## src/rtl/uart_tx_fifo.sv

```systemverilog
// ============================================================================
// Module   : uart_tx_fifo
// Summary  : Byte FIFO feeding an 8N1 UART transmitter (LSB first, tx idles
//            high). Defining UART_TX_PARITY_EN adds an even-parity bit
//            between the data bits and the stop bit.
// Revision : 1.0 - initial release
// ============================================================================
`default_nettype none

module uart_tx_fifo #(
    parameter int CLKS_PER_BIT = 104,
    parameter int FIFO_DEPTH   = 16,
    parameter int ADDR_W       = 4
) (
    input  logic              clk,
    input  logic              rst,
    input  logic [7:0]        wr_data,
    input  logic              wr_valid,
    output logic              wr_ready,
    output logic              tx,
    output logic              busy,
    output logic [ADDR_W:0]   fifo_count,
    output logic              overflow
);

    localparam int c_BAUD_W = (CLKS_PER_BIT > 1) ? $clog2(CLKS_PER_BIT) : 1;
    localparam int c_CNT_W  = ADDR_W + 1;
    localparam logic [c_BAUD_W-1:0] c_BAUD_LAST = c_BAUD_W'(CLKS_PER_BIT - 1);
    localparam logic [c_CNT_W-1:0]  c_FULL      = c_CNT_W'(FIFO_DEPTH);

    localparam logic [2:0] S_IDLE   = 3'd0;
    localparam logic [2:0] S_START  = 3'd1;
    localparam logic [2:0] S_DATA   = 3'd2;
    localparam logic [2:0] S_STOP   = 3'd3;
`ifdef UART_TX_PARITY_EN
    localparam logic [2:0] S_PARITY = 3'd4;
`endif

    logic [7:0]          r_mem [FIFO_DEPTH];
    logic [ADDR_W-1:0]   r_wr_ptr;
    logic [ADDR_W-1:0]   r_rd_ptr;
    logic [ADDR_W:0]     r_count;
    logic                r_wr_ready;
    logic                r_overflow;

    logic [2:0]          r_state;
    logic [2:0]          w_state_next;
    logic [c_BAUD_W-1:0] r_baud;
    logic [c_BAUD_W-1:0] w_baud_next;
    logic [2:0]          r_bit_idx;
    logic [2:0]          w_bit_next;
    logic [7:0]          r_shift;
    logic [7:0]          w_shift_next;
    logic                r_tx;
    logic                w_tx_next;

    logic                w_push;
    logic                w_pop;
    logic                w_baud_done;
    logic                w_fifo_nonempty;
    logic [7:0]          w_head;
    logic [ADDR_W:0]     w_count_next;

    assign w_push          = wr_valid && r_wr_ready;
    assign w_baud_done     = (r_baud == c_BAUD_LAST);
    assign w_fifo_nonempty = (r_count != '0);
    assign w_head          = r_mem[r_rd_ptr];

    // ------------------------------------------------------------------
    // FIFO storage and occupancy
    // ------------------------------------------------------------------
    always_ff @(posedge clk) begin
        if (w_push) begin
            r_mem[r_wr_ptr] <= wr_data;
        end
    end

    always_comb begin
        w_count_next = r_count;
        if (w_push && !w_pop) begin
            w_count_next = r_count + c_CNT_W'(1);
        end else if (!w_push && w_pop) begin
            w_count_next = r_count - c_CNT_W'(1);
        end
    end

    always_ff @(posedge clk) begin
        if (rst) begin
            r_wr_ptr   <= '0;
            r_rd_ptr   <= '0;
            r_count    <= '0;
            r_wr_ready <= 1'b1;
            r_overflow <= 1'b0;
        end else begin
            if (w_push) begin
                r_wr_ptr <= r_wr_ptr + ADDR_W'(1);
            end
            if (w_pop) begin
                r_rd_ptr <= r_rd_ptr + ADDR_W'(1);
            end
            r_count    <= w_count_next;
            r_wr_ready <= (w_count_next != c_FULL);
            // A write against a full FIFO is lost even if a pop frees a slot.
            if (wr_valid && !r_wr_ready) begin
                r_overflow <= 1'b1;
            end
        end
    end

    // ------------------------------------------------------------------
    // Serializer FSM
    // ------------------------------------------------------------------
    always_ff @(posedge clk) begin
        if (rst) begin
            r_state   <= S_IDLE;
            r_baud    <= '0;
            r_bit_idx <= '0;
            r_shift   <= '0;
            r_tx      <= 1'b1;
        end else begin
            r_state   <= w_state_next;
            r_baud    <= w_baud_next;
            r_bit_idx <= w_bit_next;
            r_shift   <= w_shift_next;
            r_tx      <= w_tx_next;
        end
    end

    always_comb begin
        w_state_next = r_state;
        w_baud_next  = r_baud + c_BAUD_W'(1);
        w_bit_next   = r_bit_idx;
        w_shift_next = r_shift;
        w_pop        = 1'b0;
        case (r_state)
            S_IDLE: begin
                w_baud_next = '0;
                if (w_fifo_nonempty) begin
                    w_pop        = 1'b1;
                    w_shift_next = w_head;
                    w_state_next = S_START;
                end
            end
            S_START: begin
                if (w_baud_done) begin
                    w_baud_next  = '0;
                    w_bit_next   = '0;
                    w_state_next = S_DATA;
                end
            end
            S_DATA: begin
                if (w_baud_done) begin
                    w_baud_next = '0;
                    if (r_bit_idx == 3'd7) begin
`ifdef UART_TX_PARITY_EN
                        w_state_next = S_PARITY;
`else
                        w_state_next = S_STOP;
`endif
                    end else begin
                        w_bit_next = r_bit_idx + 3'd1;
                    end
                end
            end
`ifdef UART_TX_PARITY_EN
            S_PARITY: begin
                if (w_baud_done) begin
                    w_baud_next  = '0;
                    w_state_next = S_STOP;
                end
            end
`endif
            S_STOP: begin
                if (w_baud_done) begin
                    w_baud_next = '0;
                    // Back-to-back frames: next start bit follows the stop bit directly.
                    if (w_fifo_nonempty) begin
                        w_pop        = 1'b1;
                        w_shift_next = w_head;
                        w_state_next = S_START;
                    end else begin
                        w_state_next = S_IDLE;
                    end
                end
            end
            default: begin
                w_baud_next  = '0;
                w_state_next = S_IDLE;
            end
        endcase
    end

    // The line level is registered from the next state so tx never glitches.
    always_comb begin
        w_tx_next = 1'b1;
        case (w_state_next)
            S_START:  w_tx_next = 1'b0;
            S_DATA:   w_tx_next = w_shift_next[w_bit_next];
`ifdef UART_TX_PARITY_EN
            S_PARITY: w_tx_next = ^w_shift_next;
`endif
            default:  w_tx_next = 1'b1;
        endcase
    end

    assign tx         = r_tx;
    assign wr_ready   = r_wr_ready;
    assign fifo_count = r_count;
    assign overflow   = r_overflow;
    assign busy       = (r_state != S_IDLE) || w_fifo_nonempty;

endmodule

`default_nettype wire

```

## config.mk

```make
export PLATFORM = sky130hd
export DESIGN_NAME = uart_tx_fifo
export DESIGN_NICKNAME = d
export VERILOG_FILES = /design/src/rtl/uart_tx_fifo.sv
export SDC_FILE = /design/constraint.sdc
export NUM_CORES = 1
export LEC_CHECK = 0
export CORE_ASPECT_RATIO = 1.2
export CORE_UTILIZATION = 45
export CTS_CLUSTER_SIZE = 14
export DETAILED_ROUTE_END_ITERATION = 8
export HOLD_SLACK_MARGIN = 0.03
export SYNTH_ARGS = -nofsm -noshare
export SYNTH_HDL_FRONTEND = slang
export SYNTH_SLANG_ARGS = --single-unit
```

## constraint.sdc

```tcl
create_clock -name clk -period 3 [get_ports clk]
set_input_delay 0.6 -clock clk [delete_from_list [all_inputs] [get_ports clk]]
set_output_delay 0.6 -clock clk [all_outputs]
set_load 0.02 [all_outputs]
```

==> impl_metrics.toml, run 1 <==
# yosys + openroad results
[worst_setup_path]
critPathMaxStageDelay_ns = 0.61
reg2reg_slack_ns = 0.37
cp_max_fo = 8

[synthesis]
ys_top_cells_by_count = "edfxtp_1 (128), nor2_1 (51), dfxtp_1 (41), mux4_2 (26), nand2_1 (25)"
synth_area_um2 = 6890
avgSynthCellArea_um2 = 15.8
flop_cell = "edfxtp_1"
synthArstFlopShare_pct = 0
synth_top_area_share_pct = 55.8
synth_flops = 169
post-synth-top-area-cell = "edfxtp_1"

[detailed_routing]
firstDrtPassIters = 4
wl_um = 13900
vias_per_cell = 5.41

[floorplan]
die_h_um = 138
fp_util_pct = 46.1
ioPinCount = 20

[global_routing]
antenna_found_initial = 0
overflow = 0
grt_start_max_net_pins = 33
grt_use_met1_pct = 22.8
met2_usage_pct = 34.2

[final_timing]
hold_violations = 0
fin_crit_sh_pct = 92.3
tns_ns = 0
finalMaxSlewViolations = 0
finClkSkew_ns = 0.00843
rsz0062_at_grt = "no"
setup_viol = 0

[power_and_ir_drop]
p_clk_share_pct = 35.8
pwr_density_cell_nw_per_um2 = 753

[clock_network]
cts_tree = "yes"
clock_sinks = 169
cts_made_buffers = 17
htree_levels = 4
cts_setup_buffers = 0

[outcome]
status = "complete, no violations"

[placed_design]
dp_hpwl_um = 9180

[final_layout]
n_antenna_cell = 0
finalNetCount = 505
final_area_um2 = 8060
[run 1: layout by cell type, fill, tap and decap left out, drive strengths merged, types with 3 or more instances in the layout]
cell type / instances
o22ai: 4
ha: 10
a211oi: 4
mux2i: 14
o21ai: 3
nor2b: 8
xor2: 8
a41oi: 3
clkbuf: 17
clkinvlp: 3
mux4: 34
nor2: 52
a31oi: 3
nand2: 25
nor3b: 3
or4: 3
clkdlybuf4s50: 19
xnor2: 8
buf: 31
a21oi: 9
edfxtp: 128
dfxtp: 41
nand4: 4
and2: 3
nand3: 6
clkinv: 5
inv: 14
nor3: 9
nand2b: 3
[run 1: power by group through the flow]
stage	clock network [mW]	logic, mW	registers [mW]
finish	2.17	1.13	2.76
global placement	0	1.13	2.80
detailed placement	0	1.15	2.81
floorplan	0	0.760	2.81
global route	2.31	1.24	2.78
CTS	2.22	1.15	2.76
[run 1: registers in the layout, indices dropped and copies added, names as in the netlist, named ones only]
register    cells
r_mem         128
r_wr_ptr        4
r_baud          7
r_state         3
fifo_count      5
wr_ready        1
tx              1
overflow        1
r_shift         8
r_rd_ptr        4
r_bit_idx       3
[run 1: layout make-up]
cell class	count	area share (%)
Timing Repair Buffer	50	5.41
Clock buffer	17	5.28
Sequential cell	169	57.9
Multi-Input combinational cell	237	25.8
Tap cell	204	3.17
Clock inverter	15	2.07
Inverter	9	0.419
[run 1: worst paths after layout]
path,end,from
worst min-delay path,r_baud[0],r_baud[0]
worst max-delay path,busy,fifo_count[0]
worst min register to register,r_baud[0],r_baud[0]
worst max register to register,wr_ready,fifo_count[0]
[run 1: critical path, delay by kind of cell, from the launching register on]
kind | cells | cell delay, ns
buf+inv | 3 | 0.88
fa+ha+maj | 1 | 0.20
flops | 1 | 0.47
simple gates | 2 | 0.22
[run 1: routing by layer]
metal / up-vias / part of all wire (%)
li1: 1771 / -
met1: 1901 / 41
met2: 101 / 52
met3: 22 / 4.8
met4: 0 / 2.0
met5: - / 0
[run 1: cells by family (layout without fill, tap and decap cells)]
kind of cell    after synthesis  count (layout)  share of synthesized area (%)
flops                       169             169                           67.7
simple gates                121             121                           8.26
mux                          48              48                           13.6
compound gates               41              41                           4.36
buf+inv                      29              91                           2.18
xor+xnor                     16              16                           2.03
fa+ha+maj                    10              10                           1.82
other cells                   1               1                         0.0544
==> run_1/registers.png <==
Drawn at 3 px/um.
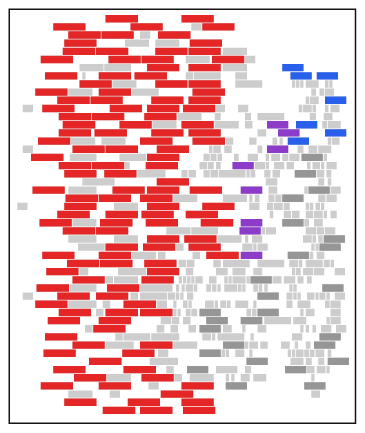
[`r_mem`] red | flops: 128
[`r_baud`] blue | flops: 7 | where: upper right
[`r_shift`] purple | flops: 8

==> run_1/final_congestion.png <==
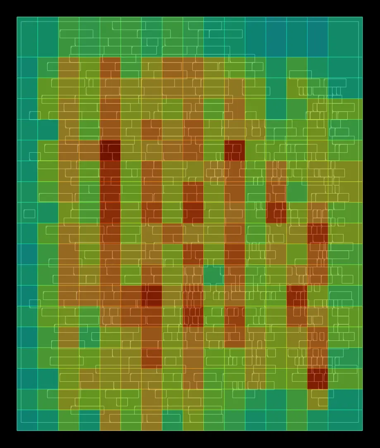
total track usage: 19.4%
DR WL/cell: 19.8 um
final core utilization: 53.8%
met3 Usage GRT: 4.58%
busiest grt layer: met2

==> run_1/drive_strength.png <==
Drawn at 3 px/um.
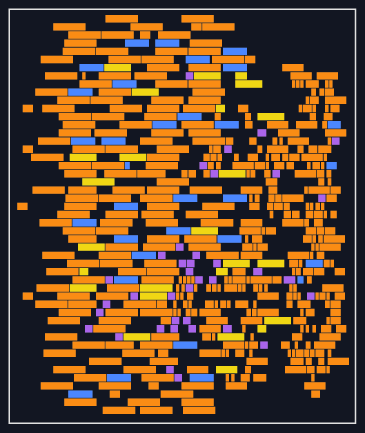
[drive 2] blue | cells: 31 | share: 6.2% | most used: mux4_2
[drive 6 and up] yellow | cells: 25 | share: 5.0% | most used: clkbuf_16
[drive 3 to 4] purple | cells: 37 | share: 7.4% | most used: buf_4
[drive 1 or less] orange | cells: 404 | share: 81% | most used: edfxtp_1

==> run 2: changes to the inputs <==
--- a/config.mk
+++ b/config.mk
@@ -10,6 +10,7 @@
 export CTS_CLUSTER_SIZE = 14
 export DETAILED_ROUTE_END_ITERATION = 8
 export HOLD_SLACK_MARGIN = 0.03
+export SKIP_CTS_REPAIR_TIMING = 1
 export SYNTH_ARGS = -nofsm -noshare
 export SYNTH_HDL_FRONTEND = slang
 export SYNTH_SLANG_ARGS = --single-unit
==> run_2/zoom.png <==
Window x 45 to 70, y 56 to 81 um. Cells in grey, sequential cells in the stronger grey; small squares are vias.
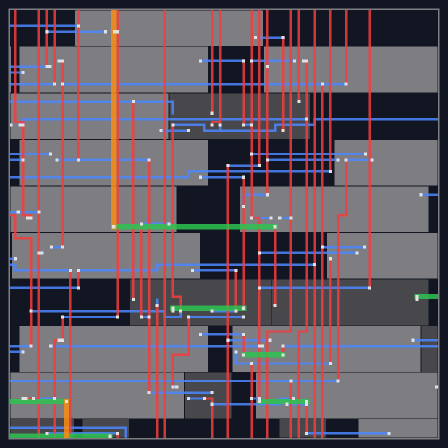
[met3] green
[met2] red
[met1] blue
[met4] orange
sequential cells in the window: 14
netlist names of flops here include: `r_mem` (14)
most frequent: edfxtp_1 (14), mux4_2 (2)
cells with their middle in the window: 18

==> run_2/registers.png <==
Drawn at 3 px/um.
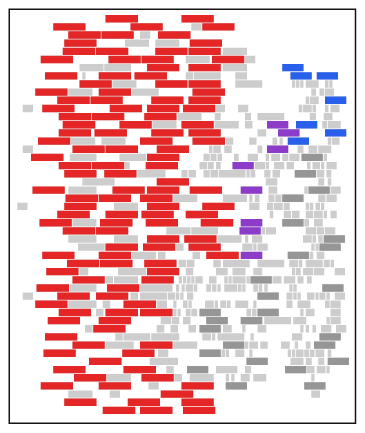
[`r_shift`] purple | flops: 8
[`r_baud`] blue | flops: 7 | where: upper right
[`r_mem`] red | flops: 128
not coloured: 26

==> run 2 against run 1 <==
Global-route usage is the same. Combinational power is essentially flat. Clock skew is the same. Synthesized cell count is the same. Critical path type unchanged. Largest cell class unchanged. Highest routed layer unchanged.
==> impl_metrics.toml, run 2 <==
# yosys + openroad results
[final_layout]
lay_top_cells = "edfxtp_1 (128), nor2_1 (51), dfxtp_1 (41)"
reg.largest.list = "r_mem x128, r_shift x8, r_baud x7"
final_area_um2 = 8060
finalNetCount = 505
largest_reg_flops = 128
n_antenna_cell = 0
regMostFlops = "r_mem"

[global_routing]
overflow = 0
antenna_found_initial = 0
grt_start_max_net_pins = 33

[worst_setup_path]
critPathMaxStageDelay_ns = 0.61
cp_max_fo = 8

[outcome]
status = "complete, no violations"

[final_timing]
rsz0062_at_grt = "no"
setup_viol = 0
fin_crit_sh_pct = 92.3
finalMaxSlewViolations = 0
finClkSkew_ns = 0.00843
tns_ns = 0

[synthesis]
post-synth-top-area-cell = "edfxtp_1"
synth_area_um2 = 6890
flop_cell = "edfxtp_1"
synthArstFlopShare_pct = 0
synth_flops = 169

[clock_network]
clock_sinks = 169
cts_made_buffers = 17
htree_levels = 4

[detailed_routing]
wl_per_cell_um = 19.8

[floorplan]
die_h_um = 138
ioPinCount = 20
fp_util_pct = 46.1

[power_and_ir_drop]
pwr_density_cell_nw_per_um2 = 753
[run 2: logic make-up (layout without fill, tap and decap cells)]
group,Yosys count,in the layout,synth area share (%)
DFF,169,169,67.7
and+or+nand+nor,121,121,8.26
muxes,48,48,13.6
AOI/OAI and AO/OA,41,41,4.36
buffers and inverters,29,91,2.18
xor gates and xnor gates,16,16,2.03
adders and majority gates,10,10,1.82
other,1,1,0.0544
[run 2: final cells by class]
cell class / count / area [um2]
Tap cell: 204 / 255
Sequential cell: 169 / 4660
Inverter: 9 / 33.8
Multi-Input combinational cell: 237 / 2070
Clock inverter: 15 / 166
Timing Repair Buffer: 50 / 435
Clock buffer: 17 / 425
Fill cell: 1249 / 6900
[run 2: worst register-to-register path: stages (launching register included)]
cell and delay (ns):
dfxtp_1 0.47, inv_1 0.11, ha_1 0.20, nor4b_1 0.14, buf_4 0.16, or2_2 0.30
o21ai_0 0.56, o22ai_1 0.22, xnor2_1 0.15, nor2_1 0.11, nand4_1 0.10
[run 2: routing by layer]
layer | global-route usage (%) | part of all wire [%]
met2 | 34.2 | 52
met5 | 0 | 0
met4 | 7.79 | 2.0
met3 | 4.58 | 4.8
met1 | 22.8 | 41
[run 2: through the flow]
step / setup WS (ns) / total power, mW / hold slack, ns
5_1_grt: 0.0958 / 6.32 / 0.495
3_3_place_gp: 0.482 / 3.93 / 0.434
6_report: 0.231 / 6.07 / 0.455
3_5_place_dp: 0.377 / 3.96 / 0.451
4_1_cts: 0.203 / 6.13 / 0.463
2_1_floorplan: 0.654 / 3.57 / 0.418
[run 2: power by group through the flow]
stage          sequential, mW  combinational, mW  clock [mW]
2_1_floorplan            2.81              0.760           0
3_3_place_gp             2.80               1.13           0
3_5_place_dp             2.81               1.15           0
4_1_cts                  2.76               1.15        2.22
5_1_grt                  2.78               1.24        2.31
6_report                 2.76               1.13        2.17
[run 2: path summary, 6_finish.rpt]
check / startpoint / slack, ns / endpoint
setup / recovery: fifo_count[0] / 0.23 / busy
hold / removal: r_baud[0] / 0.45 / r_baud[0]
setup reg to reg: fifo_count[0] / 0.37 / wr_ready
hold reg to reg: r_baud[0] / 0.45 / r_baud[0]
Power and IR drop assume default switching activity.
